Figure 1. Routing congestion map (run 1).
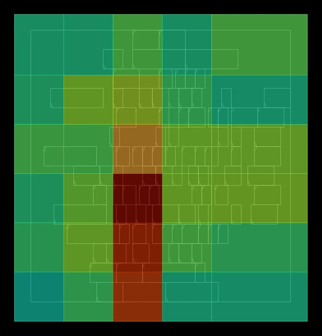
Figure 2. Floorplan with the power grid (run 1).
Scale bar: 10 um. Pins as bars on the die edge.
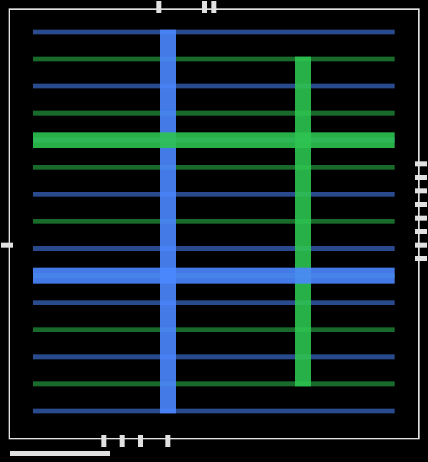
Figure 3. Placed cells, one colour a class (run 1).
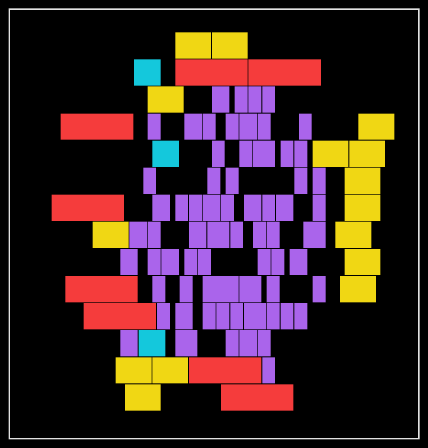
--- src/rtl/machine_ctrl_pkg.sv ---
// Shared CPU definitions: opcode constants, controller state encodings and
// the strobe bundle. Also used by the ALU for opcode decode.
// MACHINE_CTRL_SINGLE_STEP_EN adds the S_WAIT encoding for single-step builds.
package machine_ctrl_pkg;

   localparam logic [2:0] OP_HLT  = 3'b000;
   localparam logic [2:0] OP_SKZ  = 3'b001;
   localparam logic [2:0] OP_ADD  = 3'b010;
   localparam logic [2:0] OP_ANDD = 3'b011;
   localparam logic [2:0] OP_XORR = 3'b100;
   localparam logic [2:0] OP_LDA  = 3'b101;
   localparam logic [2:0] OP_STO  = 3'b110;
   localparam logic [2:0] OP_JMP  = 3'b111;

   typedef enum logic [3:0] {
      S0     = 4'd0,
      S1     = 4'd1,
      S2     = 4'd2,
      S3     = 4'd3,
      S4     = 4'd4,
      S5     = 4'd5,
      S6     = 4'd6,
      S7     = 4'd7,
      S_HALT = 4'd8
`ifdef MACHINE_CTRL_SINGLE_STEP_EN
      , S_WAIT = 4'd9
`endif
   } state_t;

   typedef struct packed {
      logic rd;
      logic wr;
      logic load_ir;
      logic inc_pc;
      logic load_pc;
      logic load_acc;
      logic datactl_ena;
      logic alu_ena;
      logic halt;
   } strobes_t;

   // Instructions that read an operand and route it through the ALU
   function automatic logic is_alu_op(input logic [2:0] op);
      return (op == OP_ADD) || (op == OP_ANDD) || (op == OP_XORR) || (op == OP_LDA);
   endfunction

endpackage

--- src/rtl/machine_ctrl.sv ---
// CPU sequencing controller: eight-phase instruction cycle plus HALT.
// Strobes decode from the registered state and the captured opcode only,
// so ena never reaches the outputs combinationally.
// Build option MACHINE_CTRL_SINGLE_STEP_EN: S7 parks in S_WAIT until step=1.
//
// state  | meaning
// S0     | fetch high instruction byte (rd, load_ir)
// S1     | fetch low instruction byte, advance PC
// S2     | idle; opcode captured into op_q at the end
// S3     | HLT -> halt, otherwise advance PC past instruction
// S4     | operand fetch / jump / store setup; zero sampled at end
// S5     | ALU strobe, store write, jump, taken-skip PC advance
// S6     | accumulator load / store hold
// S7     | second PC advance for a taken skip
// S_HALT | halted until rst
// S_WAIT | single-step park (optional build)
module machine_ctrl
   import machine_ctrl_pkg::*;
(
   input  logic       clk,
   input  logic       rst,
   input  logic       ena,
   input  logic [2:0] opcode,
   input  logic       zero,
`ifdef MACHINE_CTRL_SINGLE_STEP_EN
   input  logic       step,
`endif
   output logic       rd,
   output logic       wr,
   output logic       load_ir,
   output logic       inc_pc,
   output logic       load_pc,
   output logic       load_acc,
   output logic       datactl_ena,
   output logic       alu_ena,
   output logic       halt
);

   state_t     state;
   state_t     state_next;
   logic [2:0] op_q;
   logic       zero_q;
   strobes_t   dec;

   // State register with opcode and zero-flag capture on the advancing edges
   always_ff @(posedge clk) begin
      if (rst) begin
         state  <= S0;
         op_q   <= 3'b000;
         zero_q <= 1'b0;
      end else begin
         state <= state_next;
         if (ena && (state == S2)) op_q   <= opcode;
         if (ena && (state == S4)) zero_q <= zero;
      end
   end

   // Next-state: HALT is sticky, dropping ena aborts back to S0
   always_comb begin
      state_next = S0;
      if (state == S_HALT) begin
         state_next = S_HALT;
      end else if (!ena) begin
         state_next = S0;
      end else begin
         case (state)
            S0: state_next = S1;
            S1: state_next = S2;
            S2: state_next = S3;
            S3: state_next = (op_q == OP_HLT) ? S_HALT : S4;
            S4: state_next = S5;
            S5: state_next = S6;
            S6: state_next = S7;
`ifdef MACHINE_CTRL_SINGLE_STEP_EN
            S7:     state_next = S_WAIT;
            S_WAIT: state_next = step ? S0 : S_WAIT;
`else
            S7: state_next = S0;
`endif
            default: state_next = S0;
         endcase
      end
   end

   // Strobe decode from state and captured opcode/zero flag
   always_comb begin
      dec = '0;
      case (state)
         S0: begin
            dec.rd      = 1'b1;
            dec.load_ir = 1'b1;
         end
         S1: begin
            dec.rd      = 1'b1;
            dec.load_ir = 1'b1;
            dec.inc_pc  = 1'b1;
         end
         S3: begin
            if (op_q == OP_HLT) dec.halt   = 1'b1;
            else                dec.inc_pc = 1'b1;
         end
         S4: begin
            if (is_alu_op(op_q))  dec.rd          = 1'b1;
            if (op_q == OP_JMP)   dec.load_pc     = 1'b1;
            if (op_q == OP_STO)   dec.datactl_ena = 1'b1;
         end
         S5: begin
            if (is_alu_op(op_q)) begin
               dec.rd      = 1'b1;
               dec.alu_ena = 1'b1;
            end
            if (op_q == OP_JMP) dec.load_pc = 1'b1;
            if (op_q == OP_STO) begin
               dec.wr          = 1'b1;
               dec.datactl_ena = 1'b1;
            end
            if ((op_q == OP_SKZ) && zero_q) dec.inc_pc = 1'b1;
         end
         S6: begin
            if (is_alu_op(op_q)) begin
               dec.rd       = 1'b1;
               dec.load_acc = 1'b1;
            end
            if (op_q == OP_STO) dec.datactl_ena = 1'b1;
         end
         S7: begin
            if ((op_q == OP_SKZ) && zero_q) dec.inc_pc = 1'b1;
         end
         S_HALT: begin
            dec.halt = 1'b1;
         end
         default: dec = '0;
      endcase
   end

   // Strobes stay quiet while reset is held
   assign rd          = dec.rd          & ~rst;
   assign wr          = dec.wr          & ~rst;
   assign load_ir     = dec.load_ir     & ~rst;
   assign inc_pc      = dec.inc_pc      & ~rst;
   assign load_pc     = dec.load_pc     & ~rst;
   assign load_acc    = dec.load_acc    & ~rst;
   assign datactl_ena = dec.datactl_ena & ~rst;
   assign alu_ena     = dec.alu_ena     & ~rst;
   assign halt        = dec.halt        & ~rst;

endmodule
--- config.mk ---
export PLATFORM = sky130hd
export DESIGN_NAME = machine_ctrl
export DESIGN_NICKNAME = d
export VERILOG_FILES = /design/src/rtl/machine_ctrl_pkg.sv /design/src/rtl/machine_ctrl.sv
export SDC_FILE = /design/constraint.sdc
export NUM_CORES = 1
export LEC_CHECK = 0
export ABC_AREA = 1
export CORE_AREA = 2 2 39 41
export DETAILED_ROUTE_END_ITERATION = 16
export DIE_AREA = 0 0 41 43
export GPL_ROUTABILITY_DRIVEN = 0
export SYNTH_ARGS = -nofsm -noshare
export SYNTH_HDL_FRONTEND = slang
export SYNTH_SLANG_ARGS = --single-unit
--- constraint.sdc ---
create_clock -name clk -period 2.45 [get_ports clk]
set_input_delay 0.3675 -clock clk [delete_from_list [all_inputs] [get_ports clk]]
set_output_delay 0.3675 -clock clk [all_outputs]
set_load 0.005 [all_outputs]
==> impl_metrics.env, run 1 <==
# implementation run metrics
export IMPL_ys_async_sr_fraction_pct=0
export IMPL_detailed_place_area_um2=622
export IMPL_p_seq_share_pct=50.6
export IMPL_area_growth_syn_to_layout_pct=42.7
export IMPL_n_fill_cell=159
export IMPL_grt_overflow_total=0
export IMPL_whs_endpoint="zero_q"
export IMPL_cts_buffers_inserted=3
export IMPL_final_tally_of_setup_violations=0
export IMPL_worst_ep_required_time_ps=2080
export IMPL_totalNegativeSetupSlack_ps=0
export IMPL_post_synth_inst_count=75
export IMPL_largest_net_degree_at_the_start_of_global_routing=8
export IMPL_synth_warning_count=0
export IMPL_route_final_wire_length_mm=1.07
export IMPL_ctsHoldBuffers=0
export IMPL_cellLeakagePower_nw=0.240
export IMPL_post_synth_tally_of_flip_flops_with_integrated_enable=0
export IMPL_cts_htree_levels=1
export IMPL_highest_utilization_routing_layer_at_the_global_route_stage="met2"
export IMPL_bufAreaShareNonClock_pct=23.3
export IMPL_synthMostInstantiatedCell="sky130_fd_sc_hd__nor2_1"
export IMPL_yosys_cells=75
export IMPL_final_signal_inverter_count=9
export IMPL_synth_top_flop_cell="sky130_fd_sc_hd__dfxtp_1"
export IMPL_run_status="finished, final reports clean"
export IMPL_max_clock_path_buffers=2
export IMPL_critical_path_class="in -> out"
export IMPL_dominant_power_group="sequential cells"
export IMPL_highest_metal_used="met4"
export IMPL_die_area_um2=1760
export IMPL_top_level_pins=16
export IMPL_fp_nets=82
export IMPL_hold_violations=0
export IMPL_floorplanUtilization_pct=32.6
export IMPL_cts_root_buffer="sky130_fd_sc_hd__clkbuf_4"
export IMPL_rsz0062_at_grt="no"
export IMPL_route_layer_met1_wl_um=513
export IMPL_worst_setup_path_endpoint="load_pc"
export IMPL_crit_path_cell_trace="clkdlybuf4s50_1 -> inv_1 -> nand2_1 -> nor3_1 -> clkdlybuf4s50_1"
export IMPL_hold_depth=2
export IMPL_grt_pass1_vias=482
export IMPL_syn_cell_area_um2=452
export IMPL_grtUsageMet2_pct=21.9
export IMPL_multiInputCombCellCount=58
export IMPL_levels_on_crit_path=5
export IMPL_drt_wirelength_per_cell_um=9.79
export IMPL_crit_path_end_kind="output port"
export IMPL_power_report_internal_total_mw=0.207
export IMPL_critical_path_startpoint="rst"
export IMPL_path_buffers=3
export IMPL_synth_area_leader_cell="sky130_fd_sc_hd__dfxtp_1"
export IMPL_register_area_um2=160
export IMPL_antennaDiodeCount=0
export IMPL_p_comb_mw=0.0346
export IMPL_num_tap_cells=16
export IMPL_timing_final_crit_period_ps=2270
export IMPL_clock_buffer_count=3
export IMPL_route_met2_wl_um=466
export IMPL_pwr_group_clock_mw=0.0986
export IMPL_sum_of_net_half_perimeters_after_detailed_placement_um=854
export IMPL_max_clock_freq_mhz=440
export IMPL_startpoint_type="primary input"
export IMPL_rr_endpoint="state[2]"
export IMPL_vias_per_cell=4.64
export IMPL_worstSkewPairLatency_ps=250
export IMPL_drt_antenna_violating_nets=0
export IMPL_drive_above_1_share_pct=8.60
export IMPL_openroad_warning_count=26
export IMPL_worstPathArrival_ps=1910
export IMPL_drv_cap=0
export IMPL_r2r_start="state[2]"
export IMPL_common_cells="sky130_fd_sc_hd__nor2_1 (22), sky130_fd_sc_hd__nand2_1 (14), sky130_fd_sc_hd__dfxtp_1 (8)"
export IMPL_synth_cell_type_count=15
export IMPL_seq_area_frac_synth_pct=35.5
export IMPL_critPathMaxStageDelay_ps=530
export IMPL_swShare_pct=23.1
export IMPL_powerSeq_mw=0.136
export IMPL_track_usage_pct=15.6
Notes on Figure 1 above:
met1 Track Usage GR: 17.9%
met3 usage: 3.14%

Notes on Figure 2 above:
- VSS: blue
- VDD: green
- rows: 14
- met1 rails: 15
- met5 straps: 2
- met4 straps: 2
- signal pins: 16
core outline area: 1380 um2
maximum VDD drop: 0.208 mV
Die X: 41 um
die height: 43 um

Notes on Figure 3 above:
- clock-net drivers: cyan (cells 3; share of their area 3.6%)
- remaining buffers and delay cells: yellow (cells 15; share of their area 24%)
- registers: red (cells 8; share of their area 26%)
- remaining logic cells: purple (cells 67; share of their area 47%)
Core Util, Final: 46.6%
post-route cell area: 644 um2
Placement Rows: 14
flop share of the area: 24.9%

==> run 1: layout by cell type (no fill, tap or decap) <==
| master | synthesis | routed |
|---|---|---|
| sky130_fd_sc_hd__nor2_1 | 22 | 22 |
| sky130_fd_sc_hd__clkdlybuf4s50_1 | 0 | 15 |
| sky130_fd_sc_hd__nand2_1 | 14 | 14 |
| sky130_fd_sc_hd__dfxtp_1 | 8 | 8 |
| sky130_fd_sc_hd__inv_1 | 7 | 7 |
| sky130_fd_sc_hd__nand3_1 | 5 | 5 |
| sky130_fd_sc_hd__a21oi_1 | 5 | 5 |
| sky130_fd_sc_hd__o21ai_0 | 3 | 3 |
| sky130_fd_sc_hd__clkbuf_4 | 0 | 3 |
| sky130_fd_sc_hd__nand2_2 | 2 | 2 |
| sky130_fd_sc_hd__nand4_1 | 2 | 2 |
| sky130_fd_sc_hd__nor3_1 | 2 | 2 |
| sky130_fd_sc_hd__o22ai_1 | 1 | 1 |
| sky130_fd_sc_hd__inv_2 | 1 | 1 |
| sky130_fd_sc_hd__nor2_2 | 1 | 1 |
| sky130_fd_sc_hd__nand3_2 | 1 | 1 |
| sky130_fd_sc_hd__clkinv_1 | 1 | 1 |
==> run 1: stage by stage <==
step,utilization [%],total power [mW],instances,setup slack (ps)
floorplan,-,0.154,75,1230
global placement,44.9,0.174,106,249
detailed placement,44.9,0.174,106,193
CTS,46.6,0.275,109,185
global route,46.6,0.290,109,53.4
finish,46.6,0.270,109,176
==> run 1: cells by family after synthesis <==
logic type / count (synthesis) / share of synthesized area, %
compound gates: 9 / 10.2
buf+inv: 9 / 7.48
flops: 8 / 35.5
simple gates: 49 / 46.8
==> run 1: state kept, by name, indices dropped and copies added (netlist names) <==
signal and count:
zero_q 1, state 4, op_q 3
==> run 2, diff against run 1 <==
--- a/config.mk
+++ b/config.mk
@@ -7,6 +7,7 @@
 export LEC_CHECK = 0
 export ABC_AREA = 1
 export CORE_AREA = 2 2 39 41
+export CTS_CLUSTER_SIZE = 30
 export DETAILED_ROUTE_END_ITERATION = 16
 export DIE_AREA = 0 0 41 43
 export GPL_ROUTABILITY_DRIVEN = 0
==> constraint.sdc (replaced) <==
create_clock -name clk -period 2.5 [get_ports clk]
set_input_delay 0.375 -clock clk [delete_from_list [all_inputs] [get_ports clk]]
set_output_delay 0.375 -clock clk [all_outputs]
set_load 0.005 [all_outputs]
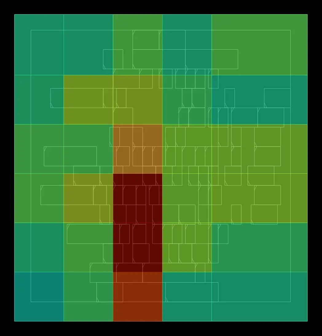
Figure 4: run 2, routing congestion map.
routing usage on met2: 22.5%
highest-utilization routing layer at the global route stage: met2
global-route usage over all layers: 16.1%
detailed-route wire length per cell: 9.81 um
met1 Track Usage GR: 18.9%

==> impl_metrics.env, run 2 <==
# implementation run metrics
export IMPL_synth_adder_area_share_pct=0
export IMPL_fp_nets=82
export IMPL_route_met2_wl_um=452
export IMPL_crit_path_end_kind="output port"
export IMPL_yosys_cells=75
export IMPL_totalNegativeSetupSlack_ps=0
export IMPL_synthXorXnorAreaFrac_pct=0
export IMPL_worstPathArrival_ps=1910
export IMPL_drv_cap=0
export IMPL_largest_register="state"
export IMPL_post_synth_inst_count=75
export IMPL_row_count=14
export IMPL_critical_path_class="in -> out"
export IMPL_synth_top_flop_cell="sky130_fd_sc_hd__dfxtp_1"
export IMPL_crit_path_cell_trace="clkdlybuf4s50_1 -> inv_1 -> nand2_1 -> nor3_1 -> clkdlybuf4s50_1"
export IMPL_n_fill_cell=154
export IMPL_synth_area_leader_cell="sky130_fd_sc_hd__dfxtp_1"
export IMPL_cts_root_buffer="sky130_fd_sc_hd__clkbuf_4"
export IMPL_highest_metal_used="met4"
export IMPL_top_level_pins=16
export IMPL_route_layer_met1_wl_um=534
export IMPL_critPathMaxStageDelay_ps=530
export IMPL_syn_avg_cell_area_um2=6.02
export IMPL_ys_sh_aoi_pct=10.2
export IMPL_layout_cells_non_filler=109
export IMPL_ys_async_sr_fraction_pct=0
export IMPL_cts_buffers_inserted=3
export IMPL_max_clock_freq_mhz=438
export IMPL_route_final_wire_length_mm=1.07
export IMPL_final_design_area_no_fill_um2=644
export IMPL_detailed_place_area_um2=622
export IMPL_worstSkewPairLatency_ps=250
export IMPL_syn_cell_area_um2=452
export IMPL_hold_violations=0
export IMPL_placed_cells=106
export IMPL_fp_dieW_um=41
export IMPL_drive_above_1_share_pct=8.60
export IMPL_synthMostInstantiatedCell="sky130_fd_sc_hd__nor2_1"
export IMPL_post_cts_buffers=0
export IMPL_drt_antenna_violating_nets=0
export IMPL_max_clock_path_buffers=2
export IMPL_antennaDiodeCount=0
export IMPL_vias_per_cell=4.68
export IMPL_ir_worst_vdd_mv=0.194
export IMPL_cts_tree="yes"
export IMPL_startpoint_type="primary input"
export IMPL_mostFrequentLayoutCell="sky130_fd_sc_hd__nor2_1"
export IMPL_run_status="finished, final reports clean"
export IMPL_cellLeakagePower_nw=0.240
export IMPL_synth_cell_type_count=15
export IMPL_worst_ep_required_time_ps=2120
export IMPL_timing_final_crit_period_ps=2280
export IMPL_floorplanUtilization_pct=32.6
export IMPL_logic_family="simple AND/OR/NAND/NOR gates"
export IMPL_area_growth_syn_to_layout_pct=42.7
export IMPL_largest_net_degree_at_the_start_of_global_routing=8
export IMPL_register_area_um2=160
export IMPL_rsz0062_at_grt="no"
export IMPL_dp_worst_setup_slack_ps=225
export IMPL_synth_area_mux_share_pct=0
export IMPL_top_regs="state x4, op_q x3, zero_q x1"
export IMPL_largest_register_ff_count=4
export IMPL_sum_of_net_half_perimeters_after_detailed_placement_um=858
export IMPL_final_tally_of_setup_violations=0
export IMPL_post_synth_tally_of_flip_flops_with_integrated_enable=0
export IMPL_seq_area_frac_synth_pct=35.5
export IMPL_ctsHoldBuffers=0
export IMPL_grt_pass1_vias=496
export IMPL_synth_simple_gate_area_share_pct=46.8
export IMPL_die_height_um=43
export IMPL_finish_utilization_pct=46.6
export IMPL_finalPower_mw=0.264
export IMPL_design_core_area_um2=1380
export IMPL_layout_top_cells="sky130_fd_sc_hd__nor2_1 (22), sky130_fd_sc_hd__clkdlybuf4s50_1 (15), sky130_fd_sc_hd__nand2_1 (14), sky130_fd_sc_hd__dfxtp_1 (8), sky130_fd_sc_hd__inv_1 (7)"
export IMPL_openroad_warning_count=26
export IMPL_grt_overflow_total=0
export IMPL_die_area_um2=1760
-- run 2: cells by family (layout without fill, tap and decap cells) --
family          Yosys count  count (layout)
compound gates            9               9
buf+inv                   9              27
flops                     8               8
simple gates             49              49
-- run 2: worst paths after layout --
kind | startpoint | cells past startpoint | end
setup / recovery | rst | 5 | load_pc
setup reg to reg | state[2] | 4 | state[2]
hold reg to reg | zero_q | 2 | zero_q
hold / removal | zero_q | 2 | zero_q
-- run 2: power breakdown --
part / switching, mW / total [mW] / internal, mW
logic: 0.0158 / 0.0338 / 0.0180
clock network: 0.0416 / 0.0963 / 0.0548
registers: 0.00317 / 0.134 / 0.130
-- run 2: cell type report --
| cell class | instances | share of cell area (%) |
|---|---|---|
| Multi-Input combinational cell | 58 | 40.0 |
| Sequential cell | 8 | 24.9 |
| Timing Repair Buffer | 15 | 23.3 |
| Inverter | 9 | 5.24 |
| Clock buffer | 3 | 3.50 |
| Tap cell | 16 | 3.11 |
-- run 2: worst max-delay path: cells and delay by family --
kind	cells	cell delay (ps)
and+or+nand+nor	2	300
buffers and inverters	3	1230
-- run 2: layer usage --
| layer | up-vias | global-route usage, % |
|---|---|---|
| met3 | 4 | 3.14 |
| met5 | - | 0 |
| li1 | 278 | - |
| met1 | 215 | 18.9 |
| met4 | 0 | 16.0 |
| met2 | 13 | 22.5 |
==> run 3, diff against run 2 <==
--- a/config.mk
+++ b/config.mk
@@ -14,3 +14,4 @@
 export SYNTH_ARGS = -nofsm -noshare
 export SYNTH_HDL_FRONTEND = slang
 export SYNTH_SLANG_ARGS = --single-unit
+export TNS_END_PERCENT = 10
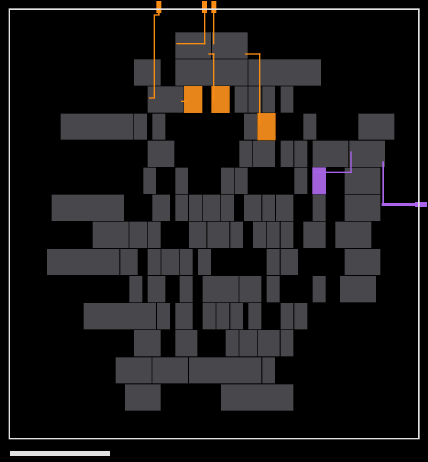
Figure 5: run 3, wires at chosen ports, followed through buffers.
Scale bar: 10 um.
- alu_ena: purple (bits 1; direction output; end cells 1; wire 13.1 um)
- opcode: orange (bits 3; direction input; end cells 3; wire 32.8 um)
number of buffers added on ports: 15
Top-Level Pins: 16

==> impl_metrics.env, run 3 <==
# implementation run metrics
export IMPL_totalNegativeSetupSlack_ps=0
export IMPL_run_status="finished, final reports clean"
export IMPL_largest_register_ff_count=4
export IMPL_floorplanUtilization_pct=32.6
export IMPL_synth_area_leader_cell="sky130_fd_sc_hd__dfxtp_1"
export IMPL_seq_area_frac_synth_pct=35.5
export IMPL_p_seq_share_pct=50.7
export IMPL_drive_above_1_share_pct=8.60
export IMPL_pwr_share_comb_pct=12.8
export IMPL_antennaDiodeCount=0
export IMPL_largest_register="state"
export IMPL_power_net_switching_mw=0.0605
export IMPL_top_regs="state x4, op_q x3, zero_q x1"
export IMPL_startpoint_type="primary input"
export IMPL_ys_async_sr_fraction_pct=0
export IMPL_track_usage_pct=16.1
export IMPL_hold_depth=2
export IMPL_worstSkewPairLatency_ps=250
export IMPL_syn_avg_cell_area_um2=6.02
export IMPL_post_synth_inst_count=75
export IMPL_placed_cells=106
export IMPL_power_clock_fraction_pct=36.5
export IMPL_worst_ep_required_time_ps=2120
export IMPL_layout_cells_non_filler=109
export IMPL_synth_cell_type_count=15
export IMPL_ctsHoldBuffers=0
export IMPL_row_count=14
export IMPL_mostFrequentLayoutCell="sky130_fd_sc_hd__nor2_1"
export IMPL_openroad_warning_count=26
export IMPL_layout_top_cells="sky130_fd_sc_hd__nor2_1 (22), sky130_fd_sc_hd__clkdlybuf4s50_1 (15), sky130_fd_sc_hd__nand2_1 (14), sky130_fd_sc_hd__dfxtp_1 (8), sky130_fd_sc_hd__inv_1 (7)"
export IMPL_finalPower_mw=0.264
export IMPL_design_core_area_um2=1380
export IMPL_timing_final_crit_period_ps=2280
export IMPL_worstPathArrival_ps=1910
export IMPL_die_height_um=43
export IMPL_syn_cell_area_um2=452
export IMPL_critical_path_class="in -> out"
export IMPL_vias_per_cell=4.68
## run 3: power groups by stage
stage / clock (mW) / combinational, mW / sequential (mW)
2_1_floorplan: 0 / 0.0150 / 0.136
3_3_place_gp: 0 / 0.0339 / 0.136
3_5_place_dp: 0 / 0.0339 / 0.136
4_1_cts: 0.103 / 0.0340 / 0.133
5_1_grt: 0.112 / 0.0385 / 0.134
6_report: 0.0963 / 0.0338 / 0.134
## run 3: layout make-up
class	count	area, um2
clock buffers	3	22.5
fillers	154	739
inverters	9	33.8
multi-input cells	58	258
flip-flops and latches	8	160
well taps	16	20.0
repair buffers	15	150
## run 3: stage by stage
step,instance area [um2],utilization [%]
after floorplan,452,-
after detailed placement,622,44.9
after CTS,644,46.6
final,644,46.6
after global routing,644,46.6
after global placement,622,44.9
## run 3: cells by family (layout without fill, tap and decap cells)
| kind of cell | after synthesis | after routing | synth area share [%] |
|---|---|---|---|
| AOI/OAI and AO/OA | 9 | 9 | 10.2 |
| buffers and inverters | 9 | 27 | 7.48 |
| DFF | 8 | 8 | 35.5 |
| and+or+nand+nor | 49 | 49 | 46.8 |
## run 3: critical path: stages
cell and delay, ps:
sky130_fd_sc_hd__clkdlybuf4s50_1 510, sky130_fd_sc_hd__inv_1 190, sky130_fd_sc_hd__nand2_1 110, sky130_fd_sc_hd__nor3_1 190, sky130_fd_sc_hd__clkdlybuf4s50_1 530
## run 3: worst paths after layout
kind              startpoint  endpoint  slack [ps]
hold / removal        zero_q    zero_q         480
hold reg to reg       zero_q    zero_q         480
setup / recovery         rst   load_pc         220
setup reg to reg    state[2]  state[2]        1400
## run 3: metal layers
metal / GRT usage [%] / wire length (um)
met1: 18.9 / 534
met2: 22.5 / 452
met3: 3.14 / 43
met4: 16.0 / 39
met5: 0 / 0
Power and IR drop assume default switching activity.
